### src/rtl/shift_add_mult16_if.sv
// shift_add_mult16_if: request/result bundle for the 16x16 shift-and-add multiplier
//   start   : request a multiply (master -> slave)
//   a, b    : 16-bit unsigned multiplicand / multiplier (master -> slave)
//   busy    : high while an operation is in RUN or DONE (slave -> master)
//   done    : one-cycle completion pulse (slave -> master)
//   product : 32-bit registered result, held until the next completion (slave -> master)
interface shift_add_mult16_if;
    logic        start;
    logic [15:0] a;
    logic [15:0] b;
    logic        busy;
    logic        done;
    logic [31:0] product;
    modport master (output start, a, b, input busy, done, product);
    modport slave  (input start, a, b, output busy, done, product);
endinterface

### src/rtl/shift_add_mult16.sv
// shift_add_mult16: sequential 16x16 unsigned shift-and-add multiplier, one adder pass per cycle
//   i_clk   : clock, rising edge
//   i_rst_n : asynchronous active-low reset
//   bus     : slave side of shift_add_mult16_if (start/a/b in, busy/done/product out)
module shift_add_mult16 (
    input logic              i_clk,
    input logic              i_rst_n,
    shift_add_mult16_if.slave bus
);
    localparam logic [1:0] S_IDLE = 2'd0;
    localparam logic [1:0] S_RUN  = 2'd1;
    localparam logic [1:0] S_DONE = 2'd2;
    logic [1:0]  r_state;
    logic [15:0] r_mcand;
    logic [15:0] r_hi;
    logic [15:0] r_lo;
    logic [3:0]  r_cnt;
    logic [31:0] r_product;
    logic [15:0] w_sum;
    logic [15:0] w_c;
    logic        w_cout;
    logic [31:0] w_next;
    // 16-bit ripple-carry adder stage: hi + mcand, no carry-out port
    assign w_c[0] = 1'b0;
    for (genvar i = 0; i < 16; i++) begin : g_rca
        assign w_sum[i] = r_hi[i] ^ r_mcand[i] ^ w_c[i];
        if (i < 15) begin : g_carry
            assign w_c[i+1] = (r_hi[i] & r_mcand[i]) | (w_c[i] & (r_hi[i] ^ r_mcand[i]));
        end
    end
    // carry-out rebuilt from the MSB operands and sum: when they differ, sum[15] is ~carry-in
    assign w_cout = (r_hi[15] & r_mcand[15]) | ((r_hi[15] ^ r_mcand[15]) & ~w_sum[15]);
    assign w_next = r_lo[0] ? {w_cout, w_sum, r_lo[15:1]} : {1'b0, r_hi, r_lo[15:1]};
    always_ff @(posedge i_clk or negedge i_rst_n) begin
        if (!i_rst_n) begin
            r_state   <= S_IDLE;
            r_mcand   <= '0;
            r_hi      <= '0;
            r_lo      <= '0;
            r_cnt     <= '0;
            r_product <= '0;
        end else begin
            case (r_state)
                S_IDLE: if (bus.start) begin
                    r_mcand <= bus.a;
                    r_hi    <= '0;
                    r_lo    <= bus.b;
                    r_cnt   <= '0;
                    r_state <= S_RUN;
                end
                S_RUN: begin
                    {r_hi, r_lo} <= w_next;
                    r_cnt        <= r_cnt + 4'd1;
                    if (r_cnt == 4'd15) begin
                        r_product <= w_next;
                        r_state   <= S_DONE;
                    end
                end
                default: r_state <= S_IDLE;
            endcase
        end
    end
    assign bus.busy    = r_state != S_IDLE;
    assign bus.done    = r_state == S_DONE;
    assign bus.product = r_product;
endmodule
### src/flat_wrapper.sv
// flat-port wrapper written by rule: the top's interface ports become plain ports
module shift_add_mult16_flat 
  (i_clk, i_rst_n, bus_start, bus_a, bus_b, bus_busy, bus_done, bus_product);
  shift_add_mult16_if bus_i ();
  input logic i_clk;
  input logic i_rst_n;
  input wire logic [$bits(bus_i.start)-1:0] bus_start;
  input wire logic [$bits(bus_i.a)-1:0] bus_a;
  input wire logic [$bits(bus_i.b)-1:0] bus_b;
  output wire logic [$bits(bus_i.busy)-1:0] bus_busy;
  output wire logic [$bits(bus_i.done)-1:0] bus_done;
  output wire logic [$bits(bus_i.product)-1:0] bus_product;
  assign bus_i.start = bus_start;
  assign bus_i.a = bus_a;
  assign bus_i.b = bus_b;
  assign bus_busy = bus_i.busy;
  assign bus_done = bus_i.done;
  assign bus_product = bus_i.product;
  shift_add_mult16 u_core (.i_clk(i_clk), .i_rst_n(i_rst_n), .bus(bus_i));
endmodule
### config.mk
export PLATFORM = sky130hd
export DESIGN_NAME = shift_add_mult16_flat
export DESIGN_NICKNAME = d
export VERILOG_FILES = /design/src/rtl/shift_add_mult16_if.sv /design/src/rtl/shift_add_mult16.sv /design/src/flat_wrapper.sv
export SDC_FILE = /design/constraint.sdc
export NUM_CORES = 1
export LEC_CHECK = 0
export ABC_AREA = 0
export CAP_MARGIN = 15
export CORE_ASPECT_RATIO = 0.6
export CORE_MARGIN = 1
export CORE_UTILIZATION = 45
export CTS_CLUSTER_DIAMETER = 30
export DETAILED_ROUTE_END_ITERATION = 6
export GPL_ROUTABILITY_DRIVEN = 0
export PLACE_DENSITY = 0.7
export SYNTH_ARGS = -nofsm -noshare
export SYNTH_HDL_FRONTEND = slang
export SYNTH_SLANG_ARGS = --single-unit
### constraint.sdc
create_clock -name i_clk -period 8.2 [get_ports i_clk]
set_clock_uncertainty 0.05 [all_clocks]
set_input_delay 1.64 -clock i_clk [delete_from_list [all_inputs] [get_ports i_clk]]
set_output_delay 1.64 -clock i_clk [all_outputs]
set_load 0.1 [all_outputs]
### Pin map, run 1

Drawn at 4 px/um. Pins as bars across the die edge, other pins in grey.
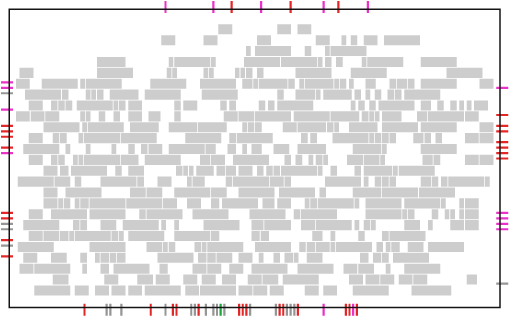
Red marks bus_product, pins 32, direction output, edge 14 bottom, 8 left, 7 right, 3 top. Green marks bus_busy, pins 1, direction output, edge bottom. Magenta marks bus_a, pins 16, direction input, edge 5 right, 5 top, 4 left, 2 bottom.
All pins by edge: 32 bottom, 16 left, 13 right, 8 top.

### Gate families picked out, run 1

Drawn at 3 px/um.
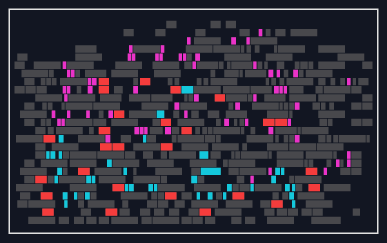
Cyan marks nor cells, cells 36, where a horizontal strip, bottom. Red marks mux cells, cells 27. Magenta marks nand cells, cells 60.

==> run_results.csv, run 1 <==
group,metric,value,unit
run_status,outcome,"finished clean",
finish,fin_nets,469,
synth,ys_sh_simple,12.0,%
floorplan,initCoreUtil,48.1,%
synth,top_logic_kind,"simple AND/OR/NAND/NOR gates",
sta,slew_violations,0,
floorplan,chip_area,0.00907,sq mm
placed_design,dp_hpwl,5.51,mm
finish,final_common_cell,"dfrtp_1",
critical_path,cp_slowest_cell,"fa_1",
synth,compound_area_share,11.7,%
routing,drt_iter0_markers,193,
critical_path,cp-end-kind,"flop",
clock_tree,path_clk_slew,0.06,ns
sta,setup_ws,1.44,ns
critical_path,crit_path_max_fanout,3,
critical_path,crit_top_cell,"fa_1",
routing,wl_per_cell,15.7,um
worst_hold_path,hold_start,"u_core.r_mcand[0]",
clock_tree,cts_sinks,86,
finish,syn2layout_area_growth,26.2,%
sta,tightest_slew,0.997,ns
synth,syn-num-nets,412,
finish,seq_area,0.00215,sq mm
synth,ys.flops,86,
floorplan,rows,25,
critical_path,cp_num_buf_inv,2,
routing,drc,0,
clock_tree,insertion_delay,0.33,ns
synth,syn_area,0.00391,sq mm
critical_path,cpLargestDelayFamily,"adder cells",
clock_tree,cts_buffers,9,
flow_run,drv_cap,0,
routing,vias,2785,
finish,layout-drive-gt1-share,9.95,%
sta,hold_slack,0.438,ns
global_route,gr-total-overflow,0,
synth,ys_warn_count,0,
routing,ant_nets,0,
finish,logic_area,0.00156,sq mm
critical_path,max_stage_delay,0.48,ns
### Routing congestion map, run 1

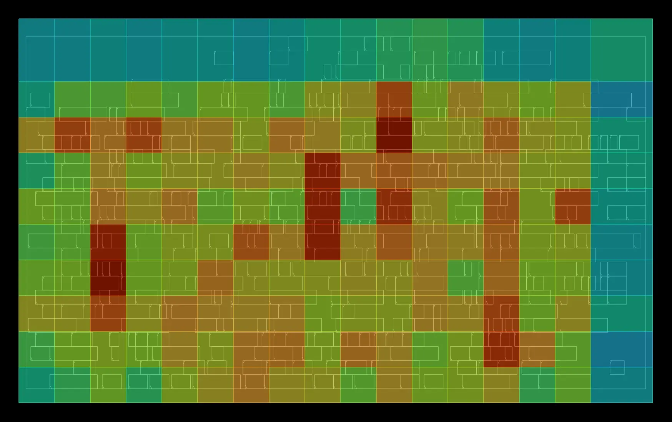
GRT busiest layer: met2
Final Util: 60.6%

### Sequential cells grouped by signal name, run 1

Drawn at 3 px/um. Other sequential cells in the stronger grey, the rest of the logic in the fainter grey.
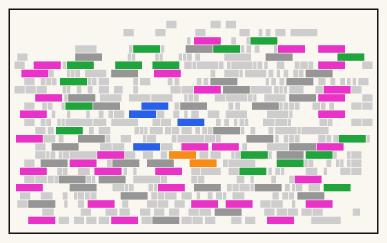
Orange marks u_core.r_state, sequential cells 2. Magenta marks u_core.bus.product, sequential cells 32, where spread over the die. Blue marks u_core.r_cnt, sequential cells 4, where middle. Green marks u_core.r_mcand, sequential cells 16.
Another 32 sequential cells are not coloured.

==> run 1: metal layers <==
layer  track usage, %  routed length (um)  vias to the layer above
met5                0                   0                        -
met4             5.69                  50                        0
met3             5.67                 451                        5
met2             32.8                3790                       63
met1             29.7                4030                     1372
li1                 -                   -                     1345
==> run 1: flip-flops by register name, summed over array words and instances, names as in the netlist <==
register / count
u_core.bus.product: 32
u_core.r_hi: 16
u_core.r_lo: 16
u_core.r_mcand: 16
u_core.r_cnt: 4
u_core.r_state: 2
==> run 1: area by class of cell <==
class | count | area share (%)
flip-flops and latches | 86 | 43.6
multi-input cells | 228 | 31.7
repair buffers | 72 | 14.8
clock buffers | 13 | 5.28
well taps | 108 | 2.74
inverters | 20 | 1.52
clock inverters | 3 | 0.381
### A small window of the routed layout, run 1

Region (49, 10) to (74, 35) um. Cells in grey, sequential cells in the stronger grey; small squares are vias.
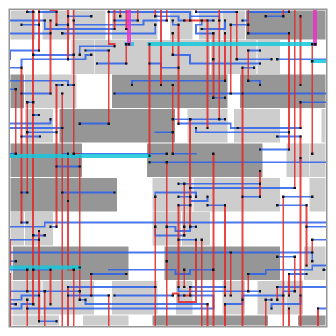

## Run 2: what changed since run 1
==> constraint.sdc (replaced) <==
create_clock -name i_clk -period 7 [get_ports i_clk]
set_clock_uncertainty 0.05 [all_clocks]
set_input_delay 1.4 -clock i_clk [delete_from_list [all_inputs] [get_ports i_clk]]
set_output_delay 1.4 -clock i_clk [all_outputs]
set_load 0.1 [all_outputs]
### A small window of the routed layout, run 2

Region (49, 10) to (74, 35) um. Cells in grey, sequential cells in the stronger grey; small squares are vias.
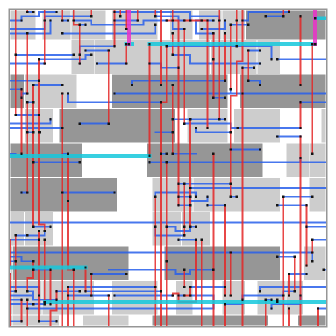
Cyan marks metal 3. Red marks metal 2. Magenta marks metal 4. Blue marks metal 1.
Most frequent: dfrtp_1 (9), a21oi_1 (4). Sequential cells in the window: 9. Netlist names of flops here include u_core.bus.product (4), u_core.r_lo (2), u_core.r_state (2). 37 logic cells have their middle in the window.

### Gate families picked out, run 2

Drawn at 3 px/um.
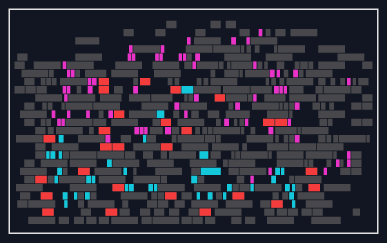
Red marks mux cells, cells 27. Magenta marks nand cells, cells 60. Cyan marks nor cells, cells 36, where a horizontal strip, bottom.

### Sequential cells grouped by signal name, run 2

Drawn at 3 px/um. Other sequential cells in the stronger grey, the rest of the logic in the fainter grey.
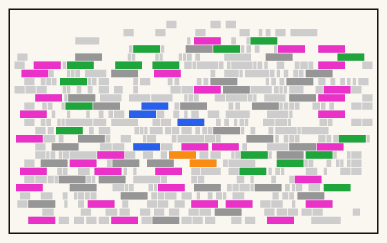
Blue marks u_core.r_cnt, sequential cells 4, where middle. Orange marks u_core.r_state, sequential cells 2. Magenta marks u_core.bus.product, sequential cells 32, where spread over the die. Green marks u_core.r_mcand, sequential cells 16.

==> run 2 against run 1 <==
Critical path type unchanged. Hold slack better by 0.0047 ns. Die area stayed put. Routed wire length is 0.66% lower. Count of clock-buffer cells in the layout stayed put. Critical path depth stayed put. Sequential share of layout area is 0.066 points lower. Global-route usage stayed put. Highest routed layer unchanged.
==> run_results.csv, run 2 <==
group,metric,value,unit
routing,drc,0,
placed_design,dp_hpwl,5.51,mm
critical_path,cpLargestDelayFamily,"adder cells",
run_status,outcome,"finished clean",
routing,maxUsedRoutingLayer,"met4",
finish,clk_share,5.65,%
finish,seq_area_share,43.6,%
finish,comb_area_share,31.8,%
sta,hold_slack,0.443,ns
synth,compound_area_share,11.7,%
clock_tree,path_clk_slew,0.06,ns
clock_tree,cts_sinks,86,
finish,post-route-util,60.7,%
critical_path,cp-end-kind,"flop",
clock_tree,cts_buffers,9,
clock_tree,insertion_delay,0.33,ns
critical_path,cp_num_buf_inv,2,
finish,layout-drive-gt1-share,10.7,%
critical_path,max_stage_delay,0.47,ns
finish,largestClassByArea,"sequential cells",
sta,slew_violations,0,
finish,largest_reg_flops,32,
flow_run,drv_cap,0,
finish,n_all_buffers,72,
routing,vias,2790,
finish,num-nonclk-inverters,20,
finish,final_common_cell,"dfrtp_1",
run 2: metal layers:
metal / up-vias / GRT usage (%)
li1: 1345 / -
met1: 1375 / 29.7
met2: 64 / 32.8
met3: 6 / 5.67
met4: 0 / 5.69
met5: - / 0
run 2: kinds of logic after synthesis:
kind of cell	after synthesis
AND-OR/OR-AND	82
XOR/XNOR	1
adder cells (fa/ha/maj)	17
buffers and inverters	46
flip-flops	86
multiplexers	27
AND/OR/NAND/NOR	101
